==> config.mk <==
export PLATFORM = sky130hd
export DESIGN_NAME = wb_port_arbiter_flat
export DESIGN_NICKNAME = d
export VERILOG_FILES = /design/src/rtl/wb_port_arbiter_pkg.sv /design/src/rtl/wb_port_arbiter_if.sv /design/src/rtl/wb_port_arbiter_src_fifo.sv /design/src/rtl/wb_port_arbiter.sv /design/src/flat_wrapper.sv
export SDC_FILE = /design/constraint.sdc
export NUM_CORES = 2
export LEC_CHECK = 0
export CORE_ASPECT_RATIO = 1.25
export CORE_MARGIN = 2
export CORE_UTILIZATION = 45
export DETAILED_ROUTE_END_ITERATION = 10
export GPL_ROUTABILITY_DRIVEN = 0
export PLACE_DENSITY_LB_ADDON = 0.25
export SETUP_SLACK_MARGIN = 0.3
export SYNTH_ARGS = -nofsm -noshare
export SYNTH_HDL_FRONTEND = slang
export SYNTH_SLANG_ARGS = --single-unit
==> constraint.sdc <==
create_clock -name clk -period 5.8 [get_ports clk]
set_input_delay 1.16 -clock clk [delete_from_list [all_inputs] [get_ports clk]]
set_output_delay 1.16 -clock clk [all_outputs]
set_load 0.005 [all_outputs]
==> src/rtl/wb_port_arbiter_pkg.sv <==
`default_nettype none
// ============================================================================
// Module   : wb_arb_pkg
// Brief    : Shared types, widths and rotate-priority helper for the
//            writeback port arbiter.
// Revision : 1.0 - initial release
// ============================================================================
package wb_arb_pkg;

    localparam int c_PHY_ID_W = 6;
    localparam int c_DATA_W   = 32;
    localparam int c_ROB_ID_W = 5;

    typedef struct packed {
        logic [c_PHY_ID_W-1:0] rd_phy;
        logic [c_DATA_W-1:0]   rd_value;
        logic [c_ROB_ID_W-1:0] rob_id;
        logic                  rd_write;
    } wb_arb_entry_t;

    // (base + off) mod n, valid for base < n and off < n
    function automatic int rot_idx(input int base, input int off, input int n);
        int v_sum;
        v_sum = base + off;
        if (v_sum >= n) v_sum = v_sum - n;
        return v_sum;
    endfunction

endpackage
`default_nettype wire

==> src/rtl/wb_port_arbiter_if.sv <==
`default_nettype none
// ============================================================================
// Module   : wb_port_arbiter_if
// Brief    : Source-side result handshake and writeback port bundle.
// Revision : 1.0 - initial release
// ============================================================================
interface wb_port_arbiter_if
    import wb_arb_pkg::*;
#(
    parameter int SRC_NUM     = 6,
    parameter int WB_PORT_NUM = 4,
    parameter int PHY_ID_W    = c_PHY_ID_W,
    parameter int DATA_W      = c_DATA_W,
    parameter int ROB_ID_W    = c_ROB_ID_W
);
    logic [SRC_NUM-1:0]                 src_valid;
    logic [SRC_NUM-1:0]                 src_ready;
    logic [SRC_NUM-1:0][PHY_ID_W-1:0]   src_rd_phy;
    logic [SRC_NUM-1:0][DATA_W-1:0]     src_rd_value;
    logic [SRC_NUM-1:0][ROB_ID_W-1:0]   src_rob_id;
    logic [SRC_NUM-1:0]                 src_rd_write;

    logic [WB_PORT_NUM-1:0]               wb_valid;
    logic [WB_PORT_NUM-1:0]               wb_phyf_we;
    logic [WB_PORT_NUM-1:0][PHY_ID_W-1:0] wb_phyf_id;
    logic [WB_PORT_NUM-1:0][DATA_W-1:0]   wb_phyf_data;
    logic [WB_PORT_NUM-1:0][ROB_ID_W-1:0] wb_rob_id;

    modport master (
        output src_valid, src_rd_phy, src_rd_value, src_rob_id, src_rd_write,
        input  src_ready,
        input  wb_valid, wb_phyf_we, wb_phyf_id, wb_phyf_data, wb_rob_id
    );

    modport slave (
        input  src_valid, src_rd_phy, src_rd_value, src_rob_id, src_rd_write,
        output src_ready,
        output wb_valid, wb_phyf_we, wb_phyf_id, wb_phyf_data, wb_rob_id
    );
endinterface
`default_nettype wire

==> src/rtl/wb_port_arbiter_src_fifo.sv <==
`default_nettype none
// ============================================================================
// Module   : wb_src_fifo
// Brief    : Single-source circular FIFO with synchronous clear.
// Revision : 1.0 - initial release
// ============================================================================
module wb_src_fifo #(
    parameter int DEPTH = 2,
    parameter int WIDTH = 8
) (
    input  logic             clk,
    input  logic             rst,
    input  logic             i_clr,
    input  logic             i_push,
    input  logic [WIDTH-1:0] i_data,
    input  logic             i_pop,
    output logic             o_full,
    output logic             o_empty,
    output logic [WIDTH-1:0] o_head
);
    localparam int c_PTR_W = (DEPTH > 1) ? $clog2(DEPTH) : 1;
    localparam int c_CNT_W = $clog2(DEPTH + 1);

    logic [WIDTH-1:0]   r_mem [DEPTH];
    logic [c_PTR_W-1:0] r_wr_ptr;
    logic [c_PTR_W-1:0] r_rd_ptr;
    logic [c_CNT_W-1:0] r_count;
    logic               w_clr;
    logic               w_push;
    logic               w_pop;

    assign w_clr   = rst | i_clr;
    assign o_full  = (r_count == c_CNT_W'(DEPTH));
    assign o_empty = (r_count == '0);
    assign w_push  = i_push & ~o_full & ~w_clr;
    assign w_pop   = i_pop & ~o_empty & ~w_clr;
    assign o_head  = r_mem[r_rd_ptr];

    always_ff @(posedge clk) begin
        if (w_push) r_mem[r_wr_ptr] <= i_data;
    end

    // Power-of-two depth lets the pointers wrap naturally
    always_ff @(posedge clk) begin
        if (w_clr) begin
            r_wr_ptr <= '0;
            r_rd_ptr <= '0;
            r_count  <= '0;
        end else begin
            if (w_push) r_wr_ptr <= r_wr_ptr + 1'b1;
            if (w_pop)  r_rd_ptr <= r_rd_ptr + 1'b1;
            case ({w_push, w_pop})
                2'b10:   r_count <= r_count + 1'b1;
                2'b01:   r_count <= r_count - 1'b1;
                default: r_count <= r_count;
            endcase
        end
    end
endmodule
`default_nettype wire

==> src/rtl/wb_port_arbiter.sv <==
`default_nettype none
// ============================================================================
// Module   : wb_port_arbiter
// Brief    : Buffers execute results per source and grants up to
//            WB_PORT_NUM of them per cycle with rotating priority.
// Revision : 1.0 - initial release
// ============================================================================
module wb_port_arbiter
    import wb_arb_pkg::*;
#(
    parameter int SRC_NUM     = 6,
    parameter int WB_PORT_NUM = 4,
    parameter int QUEUE_DEPTH = 2,
    parameter int PHY_ID_W    = c_PHY_ID_W,
    parameter int DATA_W      = c_DATA_W,
    parameter int ROB_ID_W    = c_ROB_ID_W
) (
    input  logic             clk,
    input  logic             rst,
    input  logic             flush,
    wb_port_arbiter_if.slave bus
);
    localparam int c_SRC_W   = (SRC_NUM > 1) ? $clog2(SRC_NUM) : 1;
    localparam int c_ENTRY_W = PHY_ID_W + DATA_W + ROB_ID_W + 1;

    logic [c_ENTRY_W-1:0]   w_push_data [SRC_NUM];
    logic [c_ENTRY_W-1:0]   w_head      [SRC_NUM];
    logic [SRC_NUM-1:0]     w_full;
    logic [SRC_NUM-1:0]     w_empty;
    logic [SRC_NUM-1:0]     w_pop;
    logic [WB_PORT_NUM-1:0] w_port_vld;
    logic [c_SRC_W-1:0]     w_port_src [WB_PORT_NUM];
    logic [c_SRC_W-1:0]     w_last_src;
    logic [c_SRC_W-1:0]     r_rr_ptr;

    for (genvar i = 0; i < SRC_NUM; i++) begin : g_src
        assign w_push_data[i] = {bus.src_rd_phy[i], bus.src_rd_value[i],
                                 bus.src_rob_id[i], bus.src_rd_write[i]};
        assign bus.src_ready[i] = ~w_full[i];

        wb_src_fifo #(
            .DEPTH (QUEUE_DEPTH),
            .WIDTH (c_ENTRY_W)
        ) u_fifo (
            .clk     (clk),
            .rst     (rst),
            .i_clr   (flush),
            .i_push  (bus.src_valid[i]),
            .i_data  (w_push_data[i]),
            .i_pop   (w_pop[i]),
            .o_full  (w_full[i]),
            .o_empty (w_empty[i]),
            .o_head  (w_head[i])
        );
    end

    // Scan from r_rr_ptr; the n-th non-empty source found goes to port n
    always_comb begin
        int                 v_rank;
        logic [c_SRC_W-1:0] v_idx;
        w_port_vld = '0;
        w_pop      = '0;
        w_last_src = r_rr_ptr;
        v_rank     = 0;
        v_idx      = '0;
        for (int p = 0; p < WB_PORT_NUM; p++) w_port_src[p] = '0;
        for (int k = 0; k < SRC_NUM; k++) begin
            v_idx = c_SRC_W'(rot_idx(int'(r_rr_ptr), k, SRC_NUM));
            if (!w_empty[v_idx]) begin
                for (int p = 0; p < WB_PORT_NUM; p++) begin
                    if (v_rank == p) begin
                        w_port_vld[p] = 1'b1;
                        w_port_src[p] = v_idx;
                        w_pop[v_idx]  = 1'b1;
                        w_last_src    = v_idx;
                    end
                end
                v_rank = v_rank + 1;
            end
        end
    end

    always_ff @(posedge clk) begin
        if (rst || flush) begin
            r_rr_ptr <= '0;
        end else if (|w_port_vld) begin
            r_rr_ptr <= c_SRC_W'(rot_idx(int'(w_last_src), 1, SRC_NUM));
        end
    end

    for (genvar p = 0; p < WB_PORT_NUM; p++) begin : g_port
        logic [c_ENTRY_W-1:0] w_sel;
        logic                 r_valid;
        logic                 r_we;
        logic [PHY_ID_W-1:0]  r_id;
        logic [DATA_W-1:0]    r_data;
        logic [ROB_ID_W-1:0]  r_rob;

        assign w_sel = w_head[w_port_src[p]];

        // Payload fields hold while the port is idle
        always_ff @(posedge clk) begin
            if (rst || flush) begin
                r_valid <= 1'b0;
                r_we    <= 1'b0;
                r_id    <= '0;
                r_data  <= '0;
                r_rob   <= '0;
            end else if (w_port_vld[p]) begin
                r_valid <= 1'b1;
                r_we    <= w_sel[0];
                r_id    <= w_sel[c_ENTRY_W-1 -: PHY_ID_W];
                r_data  <= w_sel[ROB_ID_W+DATA_W -: DATA_W];
                r_rob   <= w_sel[ROB_ID_W:1];
            end else begin
                r_valid <= 1'b0;
                r_we    <= 1'b0;
            end
        end

        assign bus.wb_valid[p]     = r_valid;
        assign bus.wb_phyf_we[p]   = r_we;
        assign bus.wb_phyf_id[p]   = r_id;
        assign bus.wb_phyf_data[p] = r_data;
        assign bus.wb_rob_id[p]    = r_rob;
    end
endmodule
`default_nettype wire

==> src/flat_wrapper.sv <==
// flat-port wrapper written by rule: the top's interface ports become plain ports
module wb_port_arbiter_flat import wb_arb_pkg::*;
#(
    parameter int SRC_NUM     = 6,
    parameter int WB_PORT_NUM = 4,
    parameter int QUEUE_DEPTH = 2,
    parameter int PHY_ID_W    = c_PHY_ID_W,
    parameter int DATA_W      = c_DATA_W,
    parameter int ROB_ID_W    = c_ROB_ID_W
)
  (clk, rst, flush, bus_src_valid, bus_src_rd_phy, bus_src_rd_value, bus_src_rob_id, bus_src_rd_write, bus_src_ready, bus_wb_valid, bus_wb_phyf_we, bus_wb_phyf_id, bus_wb_phyf_data, bus_wb_rob_id);
  wb_port_arbiter_if #(.SRC_NUM(SRC_NUM), .WB_PORT_NUM(WB_PORT_NUM), .PHY_ID_W(PHY_ID_W), .DATA_W(DATA_W), .ROB_ID_W(ROB_ID_W)) bus_i ();
  input  logic clk;
  input  logic rst;
  input  logic flush;
  input wire logic [$bits(bus_i.src_valid)-1:0] bus_src_valid;
  input wire logic [$bits(bus_i.src_rd_phy)-1:0] bus_src_rd_phy;
  input wire logic [$bits(bus_i.src_rd_value)-1:0] bus_src_rd_value;
  input wire logic [$bits(bus_i.src_rob_id)-1:0] bus_src_rob_id;
  input wire logic [$bits(bus_i.src_rd_write)-1:0] bus_src_rd_write;
  output wire logic [$bits(bus_i.src_ready)-1:0] bus_src_ready;
  output wire logic [$bits(bus_i.wb_valid)-1:0] bus_wb_valid;
  output wire logic [$bits(bus_i.wb_phyf_we)-1:0] bus_wb_phyf_we;
  output wire logic [$bits(bus_i.wb_phyf_id)-1:0] bus_wb_phyf_id;
  output wire logic [$bits(bus_i.wb_phyf_data)-1:0] bus_wb_phyf_data;
  output wire logic [$bits(bus_i.wb_rob_id)-1:0] bus_wb_rob_id;
  assign bus_i.src_valid = bus_src_valid;
  assign bus_i.src_rd_phy = bus_src_rd_phy;
  assign bus_i.src_rd_value = bus_src_rd_value;
  assign bus_i.src_rob_id = bus_src_rob_id;
  assign bus_i.src_rd_write = bus_src_rd_write;
  assign bus_src_ready = bus_i.src_ready;
  assign bus_wb_valid = bus_i.wb_valid;
  assign bus_wb_phyf_we = bus_i.wb_phyf_we;
  assign bus_wb_phyf_id = bus_i.wb_phyf_id;
  assign bus_wb_phyf_data = bus_i.wb_phyf_data;
  assign bus_wb_rob_id = bus_i.wb_rob_id;
  wb_port_arbiter #(.SRC_NUM(SRC_NUM), .WB_PORT_NUM(WB_PORT_NUM), .QUEUE_DEPTH(QUEUE_DEPTH), .PHY_ID_W(PHY_ID_W), .DATA_W(DATA_W), .ROB_ID_W(ROB_ID_W)) u_core (.clk(clk), .rst(rst), .flush(flush), .bus(bus_i));
endmodule
M3 wires:
Scale: 1 px per um.
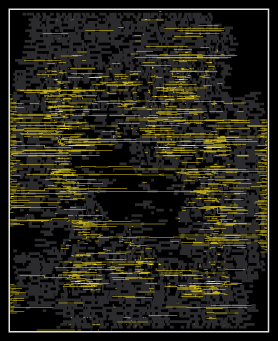
- wire length on this layer: 13300 um
- longest straight run: 128 um
- share of all routed wire: 9.5%
- main direction: horizontal
- nets with wire on the layer: 628
final WL: 139000 um
met3 usage: 7.15%

Clock routing:
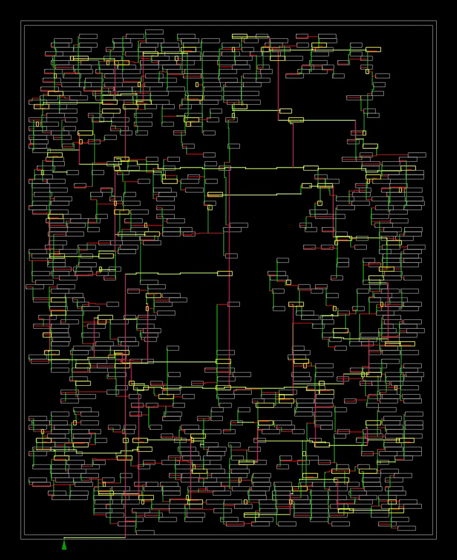
# clock sinks: 741
Late-Pin Clk Latency: 0.64 ns
Flops: 741

Routed clock nets over the placement:
Scale: 1.5 px per um.
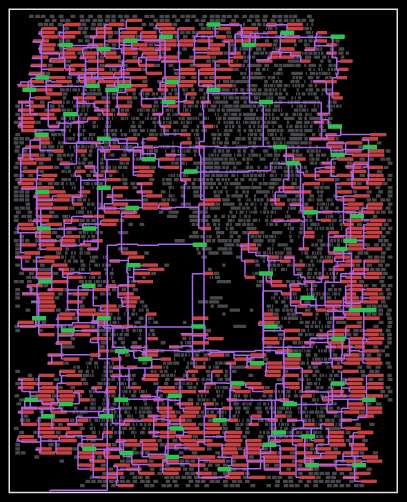
- red: flip-flops (count 741)
- purple: clock wires (length 9090 um)
- green: clock-net drivers (count 75)
- routed clock nets: 76
Clock Power Share: 19.7%
clock skew: 0.0196 ns
Clock net power: 4.89 mW

==> results.toml <==
# synthesis and place-and-route metrics
[die]
fp_util_pct = 45.3
dieHeight_um = 321
num_io_pins = 459
die-area_um2 = 82700
rows = 116
die_w_um = 258
fp.coreArea_um2 = 79800

[finish]
stdcell_count = 4699
post-route-util_pct = 57.6
area_delta_synth_final_pct = 27.1
design_area_um2 = 46000
fillers = 6570
drive_above_1_share_pct = 16.2
fin_nets = 3876

[clocking]
clk_path_buf_depth = 3
cts_root_buffer = "clkbuf_16"
clkSlewWorstSetupHoldPaths_ns = 0.06
htreeDepth = 3
cts_hold_buf = 0
cts_buffers = 75
cts_tree = "built"

[yosys]
synthCells = 3120
synth_seq_share_pct = 55.6
synth.area.top_cells = "edfxtp_1 44%, dfxtp_1 12%, mux2i_1 7.9%"
fp_nets = 3424
yosysTopAreaCell = "edfxtp_1"
yosysChipArea_um2 = 36200
edf_count = 528
ys_ff = 741
yosys_cells = 3120
syn_area_um2 = 36200
yosysTopAreaCellShare_pct = 43.8
yosysMostFrequentCell = "edfxtp_1"
synthTopCellsByCount = "528 x edfxtp_1, 345 x nand2_1, 287 x mux2i_1"
syn_area_per_cell_um2 = 11.6
async_flop_share_pct = 0
yosysUniqueCellTypes = 92
yosysWarnings = 0
ys.flop_type = "edfxtp_1"

[final_timing]
finalCritPeriodShare_pct = 94.5
max-slew-margin-rel_pct = 20.7
hold_ws_ns = 0.460
tightestPinTransition_ns = 1.19
hold_violations = 0
fin_crit_ns = 5.48
fin_ws_ns = 0.322
drv_slew = 0
setup_violations = 0
fin_setup_tns_ns = 0
clock.fmax_mhz = 183
rsz0062_at_grt = "yes"

[global_route]
grt_pass1_wl_um = 197000
globalRouteMet1Util_pct = 40.0
grt_pass1_vias = 28800
overflow = 0
grt_busiest_layer = "met2"
grt_max_degree = 82
grtUsageTotal_pct = 32.5
antenna_found_initial = 8
grtUsageMet2_pct = 53.4

[setup_path]
reg2regPathDepth = 22
start_kind = "flip-flop"
r2r-end = "u_core.g_src[1].u_fifo.r_count[1]"
reg2reg_slack_ns = 0.32
crit_buf_inv = 5
critPathTopFamily = "adder cells"
arrival_ns = 6.04
worstPathRequired_ns = 6.36
worstPathMaxFanout = 16
slowest_delay_ns = 0.54
rr_startpoint = "u_core.r_rr_ptr[0]"
cp-end-kind = "flip-flop"
crit_type = "flip-flop to flip-flop"
worstSetupStartpoint = "u_core.r_rr_ptr[0]"
critPathSlowestCell = "mux4_2"
crit_cells = 22
crit_path_end = "u_core.g_src[1].u_fifo.r_count[1]"
cp_cell_sequence = "inv_6 -> buf_4 -> mux4_2 -> a2bb2oi_1 -> and2_1 -> inv_1 -> fa_2 -> ha_4 -> nand2_4 -> o21ai_4 -> inv_2 -> ha_1 -> o41ai_2 -> a21oi_1 -> buf_4 -> and2_2 -> a222oi_1 -> mux2_2 -> nor3_1 -> ha_1 -> or3_1 -> a21oi_1"

[placed_design]
io_buffers = 458
dp.cells = 4533
place_area_um2 = 43000
pre_cts_ws_ns = 0.0643
dp_hpwl_um = 93200

[pwr]
swShare_pct = 43.3
p_seq_share_pct = 26.0
p_leak_nw = 15.2
vdd_drop_max_v = 0.000700
comb_power_share_pct = 54.3
switching_power_mw = 10.8
power.internal_mw = 14.1
power_mw = 24.8
powerDensity_nw_per_um2 = 539

[job]
maxCapViolCount = 0
warnings = 43

[detailed_routing]
drt-pass1-iter-count = 5
drt-vias-per-instance = 6.34
drt-wirelength-per-cell_um = 29.6
drt_iter0_markers = 3444
final_antenna_net_count = 0
num_vias = 29800
route.detailed.drc = 0

[status]
status = "complete, no violations"

[hold_path]
hold_path_depth = 1
hp-class = "flip-flop to flip-flop"
worstHoldStart = "u_core.g_src[3].u_fifo.r_rd_ptr"
[metal layers]
| metal | vias to the layer above | wire [um] |
|---|---|---|
| met4 | 8 | 8430 |
| met1 | 14600 | 51700 |
| met3 | 434 | 13300 |
| met2 | 1855 | 65800 |
| li1 | 13000 | - |
| met5 | - | 48 |
[cells by family (layout without fill, tap and decap cells)]
family	count (synthesis)	after routing	share of synthesized area, %
AOI/OAI and AO/OA	842	842	18.0
and+or+nand+nor	798	798	9.85
DFF	741	741	55.6
muxes	390	390	11.2
buffers and inverters	288	800	3.45
adders and majority gates	31	31	1.09
xor gates and xnor gates	30	30	0.747
other	0	5	0
[power by group through the flow]
stage,clock [mW],sequential [mW],combinational (mW)
after floorplan,0,6.38,7.78
after global placement,0,6.55,12.4
after detailed placement,0,6.55,12.5
after CTS,4.93,6.43,12.8
after global routing,5.14,6.46,14.2
final,4.89,6.45,13.5
[cells in the final DEF (no fill, tap or decap), drive strengths merged, types with 6 or more instances in the layout]
cell           synthesis  layout
edfxtp               528     528
clkdlybuf4s50          0     458
nand2                345     345
mux2i                288     288
dfxtp                213     213
nor2                 200     200
o211ai               191     191
buf                   94     171
a21oi                170     170
a211oi               144     144
mux2                  99      99
clkbuf               162      98
a32oi                 87      87
nand3                 63      63
and2                  59      59
or2                   48      48
o221ai                47      47
a22oi                 46      46
a2111o                45      45
inv                   31      35
o21ai                 31      31
ha                    30      30
clkinv                 1      30
nor3                  24      24
xnor2                 21      21
or3                   15      15
nand2b                10      10
xor2                   9       9
o31ai                  9       9
nor4                   8       8
a31oi                  7       7
or4                    6       6
[sequential cells by signal, summed over array words and instances (netlist names), named ones only]
name / count
u_core.g_port.r_id: 24
u_core.g_src.u_fifo.r_count: 12
u_core.g_port.r_we: 4
u_core.g_port.r_rob: 20
u_core.g_port.r_valid: 4
u_core.g_src.u_fifo.r_rd_ptr: 6
u_core.g_src.u_fifo.r_wr_ptr: 6
u_core.g_src.u_fifo.r_mem: 528
u_core.g_port.r_data: 128
u_core.r_rr_ptr: 3
[worst reg2reg max path, delay by kind of cell (launching register included)]
kind                       cells  cell delay, ns
adders and majority gates      4            1.36
AOI/OAI and AO/OA              6            1.24
and+or+nand+nor                5            0.90
muxes                          2            0.81
buffers and inverters          5            0.72
DFF                            1            0.37
[area by class of cell]
| cell class | count | area (um^2) | area share, % |
|---|---|---|---|
| Clock inverter | 41 | 345 | 0.751 |
| Timing Repair Buffer | 631 | 6440 | 14.0 |
| Sequential cell | 741 | 20100 | 43.8 |
| Clock buffer | 96 | 2100 | 4.57 |
| Tap cell | 1062 | 1330 | 2.89 |
| Inverter | 32 | 133 | 0.288 |
| Antenna cell | 5 | 12.5 | 0.0272 |
| Multi-Input combinational cell | 2091 | 15500 | 33.7 |
[what timing repair did]
item | 4_1_cts | 5_1_grt
setup endpoints to repair | 186 | 188
pin swaps | 8 | 21
gates cloned | 1 | 3
buffers inserted | 8 | 12
gates resized | 15 | 42
Power and IR drop assume default switching activity.
